<file path="src/rtl/rf_wb_arbiter_pkg.sv">
// Shared definitions for the register-file writeback arbiter.
// Holds the FSM encoding, the register-file geometry constants and the default widths.
package rf_wb_arbiter_pkg;

  localparam int REG_COUNT = 32;
  localparam int REG_ZERO  = 0;
  localparam int DEF_DW    = 32;
  localparam int DEF_AW    = 5;

  typedef enum logic {
    ST_INIT = 1'b0,
    ST_RUN  = 1'b1
  } wb_state_e;

endpackage

</file>
<file path="src/rtl/rf_wb_arbiter_rr_arbiter2.sv">
// Two-input round-robin grant with its pointer flop.
// The pointer only moves when both inputs contend, so a lone requester never disturbs fairness.
module rr_arbiter2 (
  input  logic       clk,
  input  logic       rst,
  input  logic       en,
  input  logic [1:0] valid,
  output logic [1:0] grant,
  output logic       ptr
);

  always_comb begin
    grant = 2'b00;
    if (en) begin
      case (valid)
        2'b01:   grant = 2'b01;
        2'b10:   grant = 2'b10;
        2'b11:   grant = ptr ? 2'b10 : 2'b01;
        default: grant = 2'b00;
      endcase
    end
  end

  always_ff @(posedge clk or negedge rst) begin
    if (!rst) begin
      ptr <= 1'b0;
    end else if (en && (&valid)) begin
      ptr <= ~ptr;
    end
  end

endmodule

</file>
<file path="src/rtl/rf_wb_arbiter.sv">
// Register-file write-port owner: zero sweep after reset, then round-robin writeback
// from the ALU and load ports, with registered write controls and in-flight hazard flags.
module rf_wb_arbiter
  import rf_wb_arbiter_pkg::*;
#(
  parameter int DW         = DEF_DW,
  parameter int AW         = DEF_AW,
  parameter bit INIT_CLEAR = 1'b1
) (
  input  logic          clk,
  input  logic          rst,
  input  logic          req0_valid,
  input  logic [AW-1:0] req0_addr,
  input  logic [DW-1:0] req0_data,
  output logic          req0_ready,
  input  logic          req1_valid,
  input  logic [AW-1:0] req1_addr,
  input  logic [DW-1:0] req1_data,
  output logic          req1_ready,
  input  logic [AW-1:0] raddr1,
  input  logic [AW-1:0] raddr2,
  output logic          rf_we,
  output logic [AW-1:0] rf_waddr,
  output logic [DW-1:0] rf_wdata,
  output logic          rd1_pend,
  output logic          rd2_pend,
  output logic [DW-1:0] fwd_data,
  output logic          init_done
);

  localparam logic [AW-1:0] LAST_REG = AW'(REG_COUNT - 1);
  localparam logic [AW-1:0] ZERO_REG = AW'(REG_ZERO);

  wb_state_e     state_q, state_d;
  logic [AW-1:0] cnt_q, cnt_d;
  logic          we_d, done_d;
  logic [AW-1:0] waddr_d;
  logic [DW-1:0] wdata_d;
  logic [1:0]    grant;
  logic          rr_ptr;
  logic          in_run;

  assign in_run = (state_q == ST_RUN);

  rr_arbiter2 u_rr (
    .clk   (clk),
    .rst   (rst),
    .en    (in_run),
    .valid ({req1_valid, req0_valid}),
    .grant (grant),
    .ptr   (rr_ptr)
  );

  assign req0_ready = grant[0];
  assign req1_ready = grant[1];

  always_comb begin
    state_d = state_q;
    cnt_d   = cnt_q;
    we_d    = 1'b0;
    waddr_d = rf_waddr;
    wdata_d = rf_wdata;
    done_d  = init_done;
    if (state_q == ST_INIT) begin
      we_d    = 1'b1;
      waddr_d = cnt_q;
      wdata_d = '0;
      cnt_d   = cnt_q + AW'(1);
      if (cnt_q == LAST_REG) begin
        state_d = ST_RUN;
        done_d  = 1'b1;
      end
    end else if (grant[0]) begin
      we_d    = (req0_addr != ZERO_REG);
      waddr_d = req0_addr;
      wdata_d = req0_data;
    end else if (grant[1]) begin
      we_d    = (req1_addr != ZERO_REG);
      waddr_d = req1_addr;
      wdata_d = req1_data;
    end
  end

  always_ff @(posedge clk or negedge rst) begin
    if (!rst) begin
      state_q   <= INIT_CLEAR ? ST_INIT : ST_RUN;
      cnt_q     <= AW'(1);
      rf_we     <= 1'b0;
      rf_waddr  <= '0;
      rf_wdata  <= '0;
      init_done <= ~INIT_CLEAR;
    end else begin
      state_q   <= state_d;
      cnt_q     <= cnt_d;
      rf_we     <= we_d;
      rf_waddr  <= waddr_d;
      rf_wdata  <= wdata_d;
      init_done <= done_d;
    end
  end

  // Sweep writes are not real data hazards, so the flags stay quiet until RUN.
  assign rd1_pend = in_run & rf_we & (rf_waddr == raddr1) & (raddr1 != ZERO_REG);
  assign rd2_pend = in_run & rf_we & (rf_waddr == raddr2) & (raddr2 != ZERO_REG);
  assign fwd_data = rf_wdata;

endmodule
</file>
<file path="config.mk">
export PLATFORM = sky130hd
export DESIGN_NAME = rf_wb_arbiter
export DESIGN_NICKNAME = d
export VERILOG_FILES = /design/src/rtl/rf_wb_arbiter_pkg.sv /design/src/rtl/rf_wb_arbiter_rr_arbiter2.sv /design/src/rtl/rf_wb_arbiter.sv
export SDC_FILE = /design/constraint.sdc
export NUM_CORES = 1
export LEC_CHECK = 0
export ABC_AREA = 1
export CAP_MARGIN = 10
export CELL_PAD_IN_SITES_DETAIL_PLACEMENT = 0
export CELL_PAD_IN_SITES_GLOBAL_PLACEMENT = 1
export CORE_MARGIN = 2
export CORE_UTILIZATION = 28
export DETAILED_ROUTE_END_ITERATION = 16
export GPL_ROUTABILITY_DRIVEN = 1
export PLACE_DENSITY = 0.95
export SLEW_MARGIN = 5
export SYNTH_ARGS = -nofsm -noshare
export SYNTH_HDL_FRONTEND = slang
export SYNTH_SLANG_ARGS = --single-unit
</file>
<file path="constraint.sdc">
create_clock -name clk -period 3.55 [get_ports clk]
set_input_delay 0.5325 -clock clk [delete_from_list [all_inputs] [get_ports clk]]
set_output_delay 0.5325 -clock clk [all_outputs]
set_load 0.005 [all_outputs]
</file>
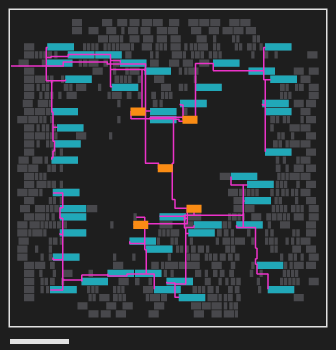
Fig. 1. Routed clock nets over the placement.
Scale bar: 20 um.
Orange is cells driving clock nets, count 5. Magenta is clock wires, length 631 um. Cyan is flip-flops, count 46.
There are 6 routed clock nets.
Clk Latency, worst-skew pair: 290 ps
Clock Skews: 6.899 ps
clock network power: 0.328 mW
clock network fraction of total power: 22.5%

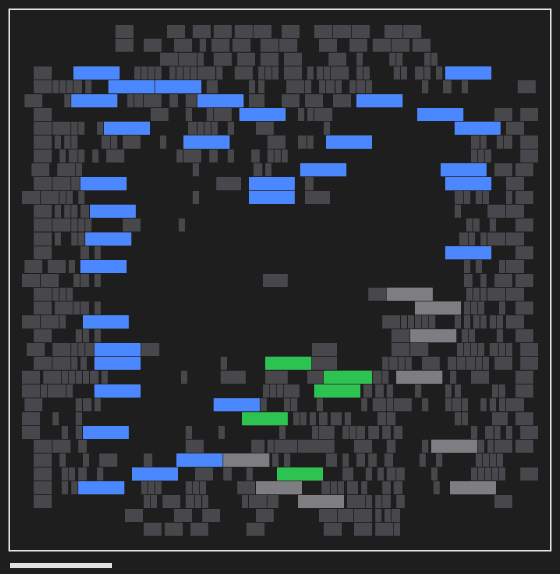
Fig. 2. Where the registers sit.
Scale bar: 20 um. Other sequential cells in the stronger gray, the rest of the logic in the fainter gray.
Green is cnt_q, sequential cells 5. Blue is fwd_data, sequential cells 32, where widely spread.

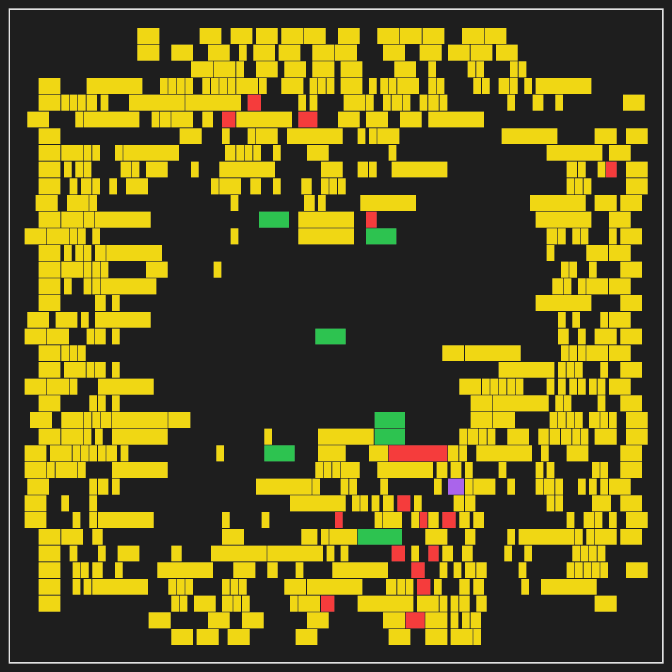
Fig. 3. Sizing map.
Yellow is drive 1 or less, cells 525, share 96%, most used clkdlybuf4s50_1. Red is drive 2, cells 16, share 2.9%, most used nand2_2. Green is drive 6 and up, cells 7, share 1.3%, most used clkbuf_8. Purple is drive 3 to 4, cells 1, share 0.18%, most used buf_4.

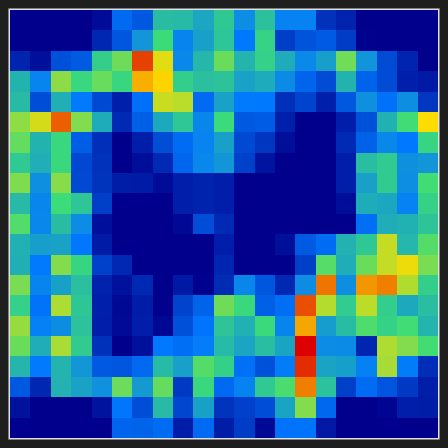
Fig. 4. Wire density map.
The die is cut into 21 by 21 equal tiles; dark blue is low, red is high, scaled to the fullest tile. Values are wire area over tile area, all layers added.
20% of the tiles are nearly empty. 13% of the tiles are over half the peak. The fullest tile reaches 0.44.
routed wire length: 7.851 mm
gr usage total: 14.37%
wire per inst: 11.46 um

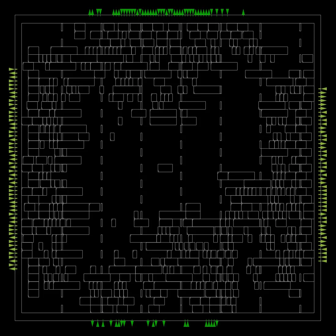
Fig. 5. Placed standard cells.
Core Util, Final: 43.45%
Seq area share: 25.92%
number of fill cells: 1059

==> Slide: Implementation Results <==
Implementation Results

Yosys
  – Yosys top cell by area: dfrtp_1
  – Largest cells by area: dfrtp_1 (38%), nand2_1 (19%), buf_4 (9.0%), inv_1 (7.1%), nor2_1 (6.5%)
  – Mux cell area share: 0%
  – Cell Type Count: 22
  – Xor/xnor share: under 10%
  – EDFF count, synth: 0
  – Fraction of registers with async set/reset: 100.0%
  – Adder share: less than 1%
  – Yosys synthesis chip area: 0.002927 mm^2
  – Mean cell area of the mapped netlist: around 7 um^2
  – Mapped cell area: 0.002927 mm^2
  – Top FF cell, synth: dfrtp_1
  – Sequential area share after synthesis: 39.38%
  – Top non-seq family: simple AND/OR/NAND/NOR gates
  – Basic Gates by Area: between 30 and 40%
  – Syn Inst Count: ~430
  – Top cells by count, synth: nand2_1 (147), inv_1 (55), nor2_1 (51), dfrtp_1 (45), buf_4 (35)
  – Cell total in the yosys stat output: about 430
  – Synthesized net count: a little over 500
  – Max-area cell share: 38.48%
  – AO/OA Area Share: approximately 7.5%
  – YS warnings: 0
  – Post-synth regs: 46

Clock network
  – CTS Buf Count: 5
  – H-Tree Depth: 2
  – CTS tree: yes
  – Post-CTS resize count: 0
  – CTS root buffer: clkbuf_8
  – Cts hold-fix bufs: 0
  – Clock Tree Buf Depth: 2
  – Clock transition at path regs: ~90 ps
  – Setup bufs post-CTS: 0
  – TritonCTS Sinks: between 40 and 50

Final layout
  – Share of cells above drive strength 1: under 10%
  – Area growth from synthesis to layout: 51.90%
  – #MultiIn Comb: around 270
  – Clock buffers: 7
  – Clock network area share: between 2 and 2.5%
  – Commonest Layout Cell: clkdlybuf4s50_1
  – # nets final: 638
  – Flop count: 46
  – Fin area: approximately 0.0044 mm^2
  – Multi-input logic area: approximately 0.0012 mm^2
  – Register area: approximately 0.0012 mm^2
  – Combinational share of cell area: around a quarter
  – Data buffer area share: roughly 37%
  – Largest area class, layout: non-clock buffers
  – Max reg flops: 32
  – Inverters: between 50 and 60
  – Nonclk buf count: approximately 160

Pwr
  – Sequential Power Share: 43.2%
  – Combinational group share of total power: about a third
  – Total Power: roughly 1.5 mW
  – Seq group: 0.629 mW
  – Worst IR drop on VDD: between 150 and 200 uV
  – Switching share of power: between 20 and 30%
  – PD cells: roughly 330 mW/mm^2
  – Internal: 1.048 mW
  – P_comb: approximately 0.5 mW
  – Leakage power: between 2 and 2.5 nW
  – P_sw: 0.4090 mW
  – Largest power group: registers

Drt
  – Final ANT Viol Nets: 0
  – 1st-pass router iterations: 4
  – Vias: between 2000 and 3000
  – Initial DRC count: between 90 and 100
  – DR DRC count: 0
  – Met1 wire length: between 3 and 4 mm
  – Met2 WL: between 3 and 4 mm
  – Met3 WL: a little under 600 um
  – Post-DR vias/cell: roughly 4.2

GRT
  – Gr busiest metal: met2
  – First-pass GRT wire length: between 10 and 15 mm
  – Pin count of the biggest net entering global routing: around 66
  – Met3 usage: under 10%
  – Vias in the first global route: around 2900
  – GRT met1 Usage: between 10% and 20%
  – Initial antenna violation count: 0
  – GRT overflow: 0

Setup path
  – Crit path max-delay cell type: clkdlybuf4s50_1
  – Worst path cell trace: clkdlybuf4s50_1, nand2_2, nand2_1, nand2_1, nor2_1, clkdlybuf4s50_1
  – Crit path max fanout: 6
  – Critical Path End: req1_ready
  – CP top delay family: buffers and inverters
  – WP data arrival: 2130 ps
  – Crit path largest cell delay: around 550 ps
  – RR Startpoint: in_run
  – Crit path launch type: primary input
  – Critical path launch point: req1_valid
  – Buf+Inv Stages, Crit Path: 2
  – Critical Path Stages: 6
  – CP Class: in2out
  – Reg2Reg Depth: 5
  – Required @ worst endpoint: 3020 ps
  – CP endpoint kind: primary output
  – R2R Path End: fwd_data[15]
  – Flop-to-flop setup slack: 1500 ps

STA
  – Worst hold slack: 424.8 ps
  – Fin worst setup slack: 885.8 ps
  – Post-route minimum period: 2664 ps
  – Period utilization: roughly three quarters
  – Slew @ Worst Pin: approximately 1000 ps
  – Max-slew violations: 0
  – Setup_tns: 0 ps
  – RSZ-0062 raised after global routing: false
  – Finish-stage setup viols: 0
  – Max_slew headroom: 30.84%
  – Fmax achieved: roughly 380 MHz

Floorplan
  – Floorplan utilization: 28.60%
  – Die X: approximately 110 um
  – N_taps: between 100 and 150
  – # rows: 37
  – Io pins: around 160
  – Chip area: ~0.011 mm^2
  – Die Span Y: between 100 and 150 um
  – Core Area: 0.01023 mm^2

Outcome
  – Outcome: completed

Placement
  – Dpl cell area: 0.004354 mm^2
  – Placed cell count: 677
  – Final Wtd Congestion: ~0.89
  – Buffers on Ports: 162
  – Hpwl dp: between 5 and 6 mm
  – DP Worst Slack: 901.4 ps

Job
  – OpenROAD warnings: 26
  – Max Cap Violations: 0
Power and IR drop assume default switching activity.
